--- config.mk ---
export PLATFORM = sky130hd
export DESIGN_NAME = m1_byte_cipher
export DESIGN_NICKNAME = d
export VERILOG_FILES = /design/src/rtl/m1_pkg.sv /design/src/rtl/m1_byte_cipher.sv
export SDC_FILE = /design/constraint.sdc
export NUM_CORES = 1
export LEC_CHECK = 0
export ABC_AREA = 1
export CAP_MARGIN = 20
export CORE_MARGIN = 8
export CORE_UTILIZATION = 30
export CTS_CLUSTER_DIAMETER = 50
export DETAILED_ROUTE_END_ITERATION = 6
export SLEW_MARGIN = 20
export SYNTH_ARGS = -nofsm -noshare
export SYNTH_HDL_FRONTEND = slang
export SYNTH_SLANG_ARGS = --single-unit
--- constraint.sdc ---
create_clock -name sysclk -period 2.4 [get_ports sysclk]
set_input_delay 0.36 -clock sysclk [delete_from_list [all_inputs] [get_ports sysclk]]
set_output_delay 0.36 -clock sysclk [all_outputs]
set_load 0.01 [all_outputs]
--- src/rtl/m1_pkg.sv ---
// ----------------------------------------------------------------------------
// m1_pkg
// Shared definitions for the Crypto1 byte cipher sequencer:
//   - m1_state_t : sequencer FSM states (IDLE/SHIFT/PAR/OUT)
//   - M1_ENC/M1_DEC : direction encodings for in_dir
//   - m1_odd_par : ISO14443A odd-parity bit of a byte
// ----------------------------------------------------------------------------
package m1_pkg;

   typedef enum logic [1:0] {
      ST_IDLE  = 2'd0,
      ST_SHIFT = 2'd1,
      ST_PAR   = 2'd2,
      ST_OUT   = 2'd3
   } m1_state_t;

   localparam logic M1_ENC = 1'b0;
   localparam logic M1_DEC = 1'b1;

   // Odd parity: the bit that makes the total count of ones (byte + bit) odd.
   function automatic logic m1_odd_par(input logic [7:0] b);
      return ~^b;
   endfunction

endpackage

--- src/rtl/m1_byte_cipher.sv ---
// ----------------------------------------------------------------------------
// m1_byte_cipher
// Byte-level sequencer in front of the Crypto1 keystream core. Each accepted
// byte is processed LSB-first over eight cycles, each cycle requesting one core
// step and XORing the data bit with the current keystream bit. One further
// cycle samples the following keystream bit (without stepping) to encrypt or
// decrypt the ISO14443A odd-parity bit. Plaintext bits can optionally be fed
// back into the core LFSR (reader-nonce injection).
//
// Ports
//   sysclk, resetn        clock; asynchronous active-low reset
//   flush                 synchronous abort, back to IDLE, results cleared
//   in_valid/in_ready     input byte handshake
//   in_data/in_par        byte and received encrypted parity (decrypt)
//   in_dir/in_feed        0=encrypt 1=decrypt; feed plaintext into LFSR
//   out_valid/out_ready   result handshake
//   out_data/out_par      result byte and parity
//   out_par_err           decrypt parity check failed
//   ks_in                 core filter output for its current state
//   ks_step/ks_feed       core step request and feedback-injection bit
//   dbg_state             current FSM state (m1_state_t encoding)
//
// Handshakes: a transfer happens on a rising sysclk edge where valid and
// ready are both high. in_ready is high only in IDLE with flush low;
// out_valid is high only in OUT and its payload is stable until the transfer.
// flush outranks both handshakes in the same cycle.
// ----------------------------------------------------------------------------
module m1_byte_cipher
   import m1_pkg::*;
(
   input  logic       sysclk,
   input  logic       resetn,
   input  logic       flush,
   input  logic       in_valid,
   output logic       in_ready,
   input  logic [7:0] in_data,
   input  logic       in_par,
   input  logic       in_dir,
   input  logic       in_feed,
   output logic       out_valid,
   input  logic       out_ready,
   output logic [7:0] out_data,
   output logic       out_par,
   output logic       out_par_err,
   input  logic       ks_in,
   output logic       ks_step,
   output logic       ks_feed,
   output logic [1:0] dbg_state
);

   m1_state_t  r_state;
   m1_state_t  w_next_state;

   logic [7:0] r_data;
   logic       r_par_in;
   logic       r_dir;
   logic       r_feed;
   logic [2:0] r_k;

   logic [7:0] r_out_data;
   logic       r_out_par;
   logic       r_out_err;

   logic       w_accept;
   logic       w_data_bit;
   logic       w_plain_bit;
   logic [7:0] w_plain_byte;
   logic       w_op;
   logic       w_dec_par;

   assign w_accept   = in_valid && in_ready;
   assign w_data_bit = r_data[r_k];
   // In decrypt the plaintext is the result bit; in encrypt it is the input.
   assign w_plain_bit = (r_dir == M1_DEC) ? (w_data_bit ^ ks_in) : w_data_bit;
   // By PAR the full result byte is in r_out_data, so the plaintext byte is
   // either the latched input (encrypt) or the decrypted result (decrypt).
   assign w_plain_byte = (r_dir == M1_DEC) ? r_out_data : r_data;
   assign w_op         = m1_odd_par(w_plain_byte);
   assign w_dec_par    = r_par_in ^ ks_in;

   // Next-state and handshake/step outputs.
   always_comb begin
      w_next_state = r_state;
      in_ready     = 1'b0;
      out_valid    = 1'b0;
      ks_step      = 1'b0;
      ks_feed      = 1'b0;
      case (r_state)
         ST_IDLE: begin
            in_ready = !flush;
            if (w_accept) w_next_state = ST_SHIFT;
         end
         ST_SHIFT: begin
            // Gated by flush so an abort issues no step in its own cycle.
            ks_step = !flush;
            ks_feed = !flush && r_feed && w_plain_bit;
            if (r_k == 3'd7) w_next_state = ST_PAR;
         end
         ST_PAR: begin
            w_next_state = ST_OUT;
         end
         ST_OUT: begin
            out_valid = !flush;
            if (out_ready) w_next_state = ST_IDLE;
         end
         default: w_next_state = ST_IDLE;
      endcase
      if (flush) w_next_state = ST_IDLE;
   end

   always_ff @(posedge sysclk or negedge resetn) begin
      if (!resetn) r_state <= ST_IDLE;
      else         r_state <= w_next_state;
   end

   // Latched byte context and bit counter.
   always_ff @(posedge sysclk or negedge resetn) begin
      if (!resetn) begin
         r_data   <= 8'd0;
         r_par_in <= 1'b0;
         r_dir    <= M1_ENC;
         r_feed   <= 1'b0;
         r_k      <= 3'd0;
      end else if (w_accept) begin
         r_data   <= in_data;
         r_par_in <= in_par;
         r_dir    <= in_dir;
         r_feed   <= in_feed;
         r_k      <= 3'd0;
      end else if (r_state == ST_SHIFT && !flush) begin
         r_k <= r_k + 3'd1;
      end
   end

   // Result registers: written only in SHIFT and PAR, held in OUT.
   always_ff @(posedge sysclk or negedge resetn) begin
      if (!resetn) begin
         r_out_data <= 8'd0;
         r_out_par  <= 1'b0;
         r_out_err  <= 1'b0;
      end else if (flush) begin
         r_out_data <= 8'd0;
         r_out_par  <= 1'b0;
         r_out_err  <= 1'b0;
      end else if (r_state == ST_SHIFT) begin
         r_out_data[r_k] <= w_data_bit ^ ks_in;
      end else if (r_state == ST_PAR) begin
         // ks_in here is the keystream bit that follows the byte.
         if (r_dir == M1_DEC) begin
            r_out_par <= w_dec_par;
            r_out_err <= (w_dec_par != w_op);
         end else begin
            r_out_par <= w_op ^ ks_in;
            r_out_err <= 1'b0;
         end
      end
   end

   assign out_data    = r_out_data;
   assign out_par     = r_out_par;
   assign out_par_err = r_out_err;
   assign dbg_state   = r_state;

endmodule

Run 1, logic cells by family:
Scale: 4 px per µm.
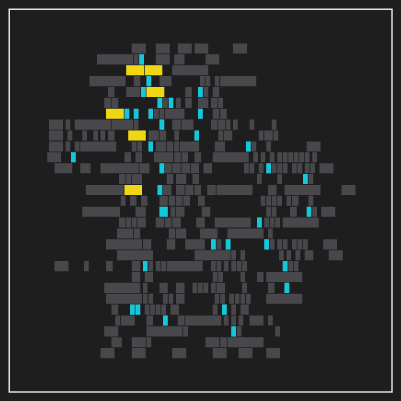
inv cells -> cyan  # cells 33
fa/ha/maj cells -> yellow  # cells 6

Run 1, drive-strength map:
Scale: 4 px per µm.
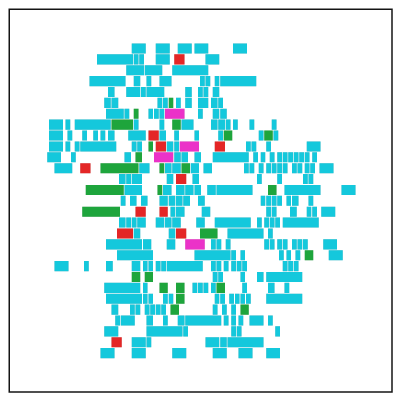
x3 and x4 -> red  # cells 11
x2 -> green  # cells 25
x1 and smaller -> cyan  # cells 282
x6 and larger -> magenta  # cells 4

==> run summary, run 1 <==
Routed wire length on met3 -> 179 µm
R2r endpoint -> dbg_state[1]$_DFFE_PN0P_
MI comb cells -> 216
Top-area cell type share of the netlist area -> 0.3448
Status -> completed
Setup violators final -> 0
Most frequent CP cell -> nand2_1
Cell type taking the most area -> logic gates
Minimum clock period -> 2248 ps
IO Count -> 33
XORs/XNORs by Area -> 0.004642
Root Buffer -> clkbuf_8
Adders+Majority by Area -> 0.03979
Cts bufs inserted -> 3
Path category of the worst min-delay check -> in -> async
DRC errors left -> 0
All-Layer GR Usage -> 0.1217
Worst Max-Slew Pin Slew -> 351.5 ps
Kind of critical path -> reg -> out
Synth async-reset ratio -> 1.000
Non-filler cells, final -> 399
Critical Path Start -> r_k[0]$_DFFE_PN0P_
Logic area -> 1039 µm²
Syn Inst Count -> 286
Post-synth top area cell -> dfrtp_1
FF-to-FF Start -> dbg_state[1]$_DFFE_PN0P_
Layout cells sized above 1 -> 0.1242
CTS tree -> built
Yosys Chip Area -> 1887 µm²
Met3 track demand over resource -> 0.01732
Maxcap violations -> 0
Run 1, the metal 3 layer:
Scale: 3 px per µm.
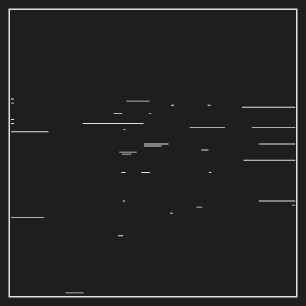
wire length on this layer = 179 µm
main direction = horizontal
longest straight run = 20.0 µm

Run 1, M2 wires:
Scale: 3 px per µm.
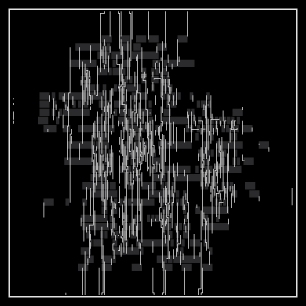
longest straight run = 32.8 µm
wire length on this layer = 2410 µm
main direction = vertical
share of all routed wire = 47%
nets with wire on the layer = 270

run 1: what timing repair did:
action,4_1_cts,5_1_grt
resized,5,3
setup endpoints to repair,1,2
setup buffers,3,1
pin swaps,1,0
run 1: power breakdown:
| part | internal (µW) | switching (µW) | total, µW |
|---|---|---|---|
| Combinational | 646 | 1070 | 1710 |
| Clock | 147 | 150 | 298 |
| Sequential | 595 | 172 | 768 |
run 1: state kept, by name (all words and copies together), names as in the netlist:
register and flops:
r_par_in 1, r_feed 1, r_k 3, r_data 8, dbg_state 2, out_par_err 1, out_data 8, out_par 1
r_dir 1
run 1: worst max-delay path: cells and delay by family (launching register included):
kind,cells,cell delay [ps]
buf+inv,3,430
flops,1,480
simple gates,7,490
compound gates,1,200
Run 1, congestion heat map:
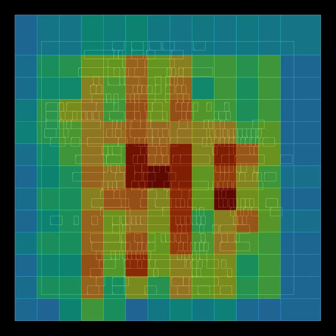

--- run 2 (diff from run 1) ---
--- a/config.mk
+++ b/config.mk
@@ -6,11 +6,13 @@
 export NUM_CORES = 1
 export LEC_CHECK = 0
 export ABC_AREA = 1
+export ABC_CLOCK_PERIOD_IN_PS = 2400
 export CAP_MARGIN = 20
 export CORE_MARGIN = 8
 export CORE_UTILIZATION = 30
 export CTS_CLUSTER_DIAMETER = 50
 export DETAILED_ROUTE_END_ITERATION = 6
+export PLACE_DENSITY_LB_ADDON = 0.25
 export SLEW_MARGIN = 20
 export SYNTH_ARGS = -nofsm -noshare
 export SYNTH_HDL_FRONTEND = slang
Run 2, congestion heat map:
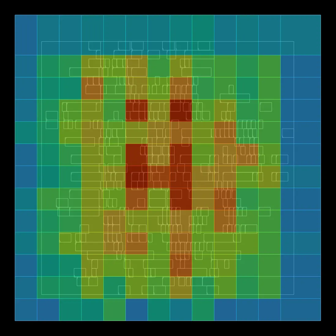
All-Layer GR Usage: 0.1142
fin util: 0.3868
met2 usage: 0.1928
met1 Use GR: 0.1441
met3 track demand over resource: 0.02126

==> run summary, run 2 <==
Critical Path Start -> r_k[0]$_DFFE_PN0P_
Post-Place Setup Slack -> 72.22 ps
Switch share -> 0.4829
Non-filler cells, final -> 401
Yosys Chip Area -> 1887 µm²
Initial antenna violation count -> 0
Flops out of synthesis -> 26
Kind of critical path -> reg -> out
IO Count -> 33
WL per Instance -> 12.61 µm
Post-CTS resize count -> 4
Net Switching -> 1382 µW
Maxcap violations -> 0
Layout cells sized above 1 -> 0.1296
Setup violators final -> 0
Die width -> 95.31 µm
Main flop type -> dfrtp_1
Minimum clock period -> 2270 ps
Syn Inst Count -> 286
Synth async-reset ratio -> 1.000
DRC errors left -> 0
Routed wire length on met3 -> 271 µm
Setup bufs post-CTS -> 4
Clock power frac -> 0.131
Mean Syn Cell Area -> 6.597 µm²
Post-synth top area cell -> dfrtp_1
WP depth -> 10
Path category of the worst min-delay check -> in -> async
Unrepaired setup endpoints after global routing -> false
Root Buffer -> clkbuf_8
CTS tree -> built
Most frequent CP cell -> nand2_1
Worst EP arrival -> 1910 ps
Gate power share -> 0.599
FF-to-FF Start -> r_dir$_DFFE_PN0P_
Cts bufs inserted -> 3
Worst Max-Slew Pin Slew -> 347.4 ps
Status -> completed
Critical path destination -> ks_feed
Final worst path period share -> 0.9456
Crit path buffers/inverters -> 3
R2r endpoint -> out_par$_DFFE_PN0P_
Adders+Majority by Area -> 0.03979
Max incr delay on CP -> 490 ps
Share of power burned in registers -> 0.271
Delay-heaviest family, CP -> simple AND/OR/NAND/NOR gates
Internal power -> 1480 µW
Row cnt -> 29
Final HPWL DP -> 3864 µm
XORs/XNORs by Area -> 0.004642
[run 2: cell counts after synthesis]
No cell type changed its count.
[run 2: power groups by stage]
stage / sequential [µW] / clock (µW) / combinational [µW]
after global routing: 801 / 396 / 1950
after global placement: 797 / 0 / 1610
after detailed placement: 798 / 0 / 1630
after CTS: 780 / 384 / 1690
after floorplan: 711 / 0 / 1300
final: 774 / 374 / 1710
[run 2: area by class of cell]
class	instances	area [µm²]
clock buffer	3	41.29
clock inverter	1	30.03
sequential	26	654.4
tap	77	96.34
inverter	33	126.4
timing repair buffer	45	412.9
multi-input combinational	216	1039
fill	653	3805
No activity file was given, so power comes from the tool's default toggle rates.
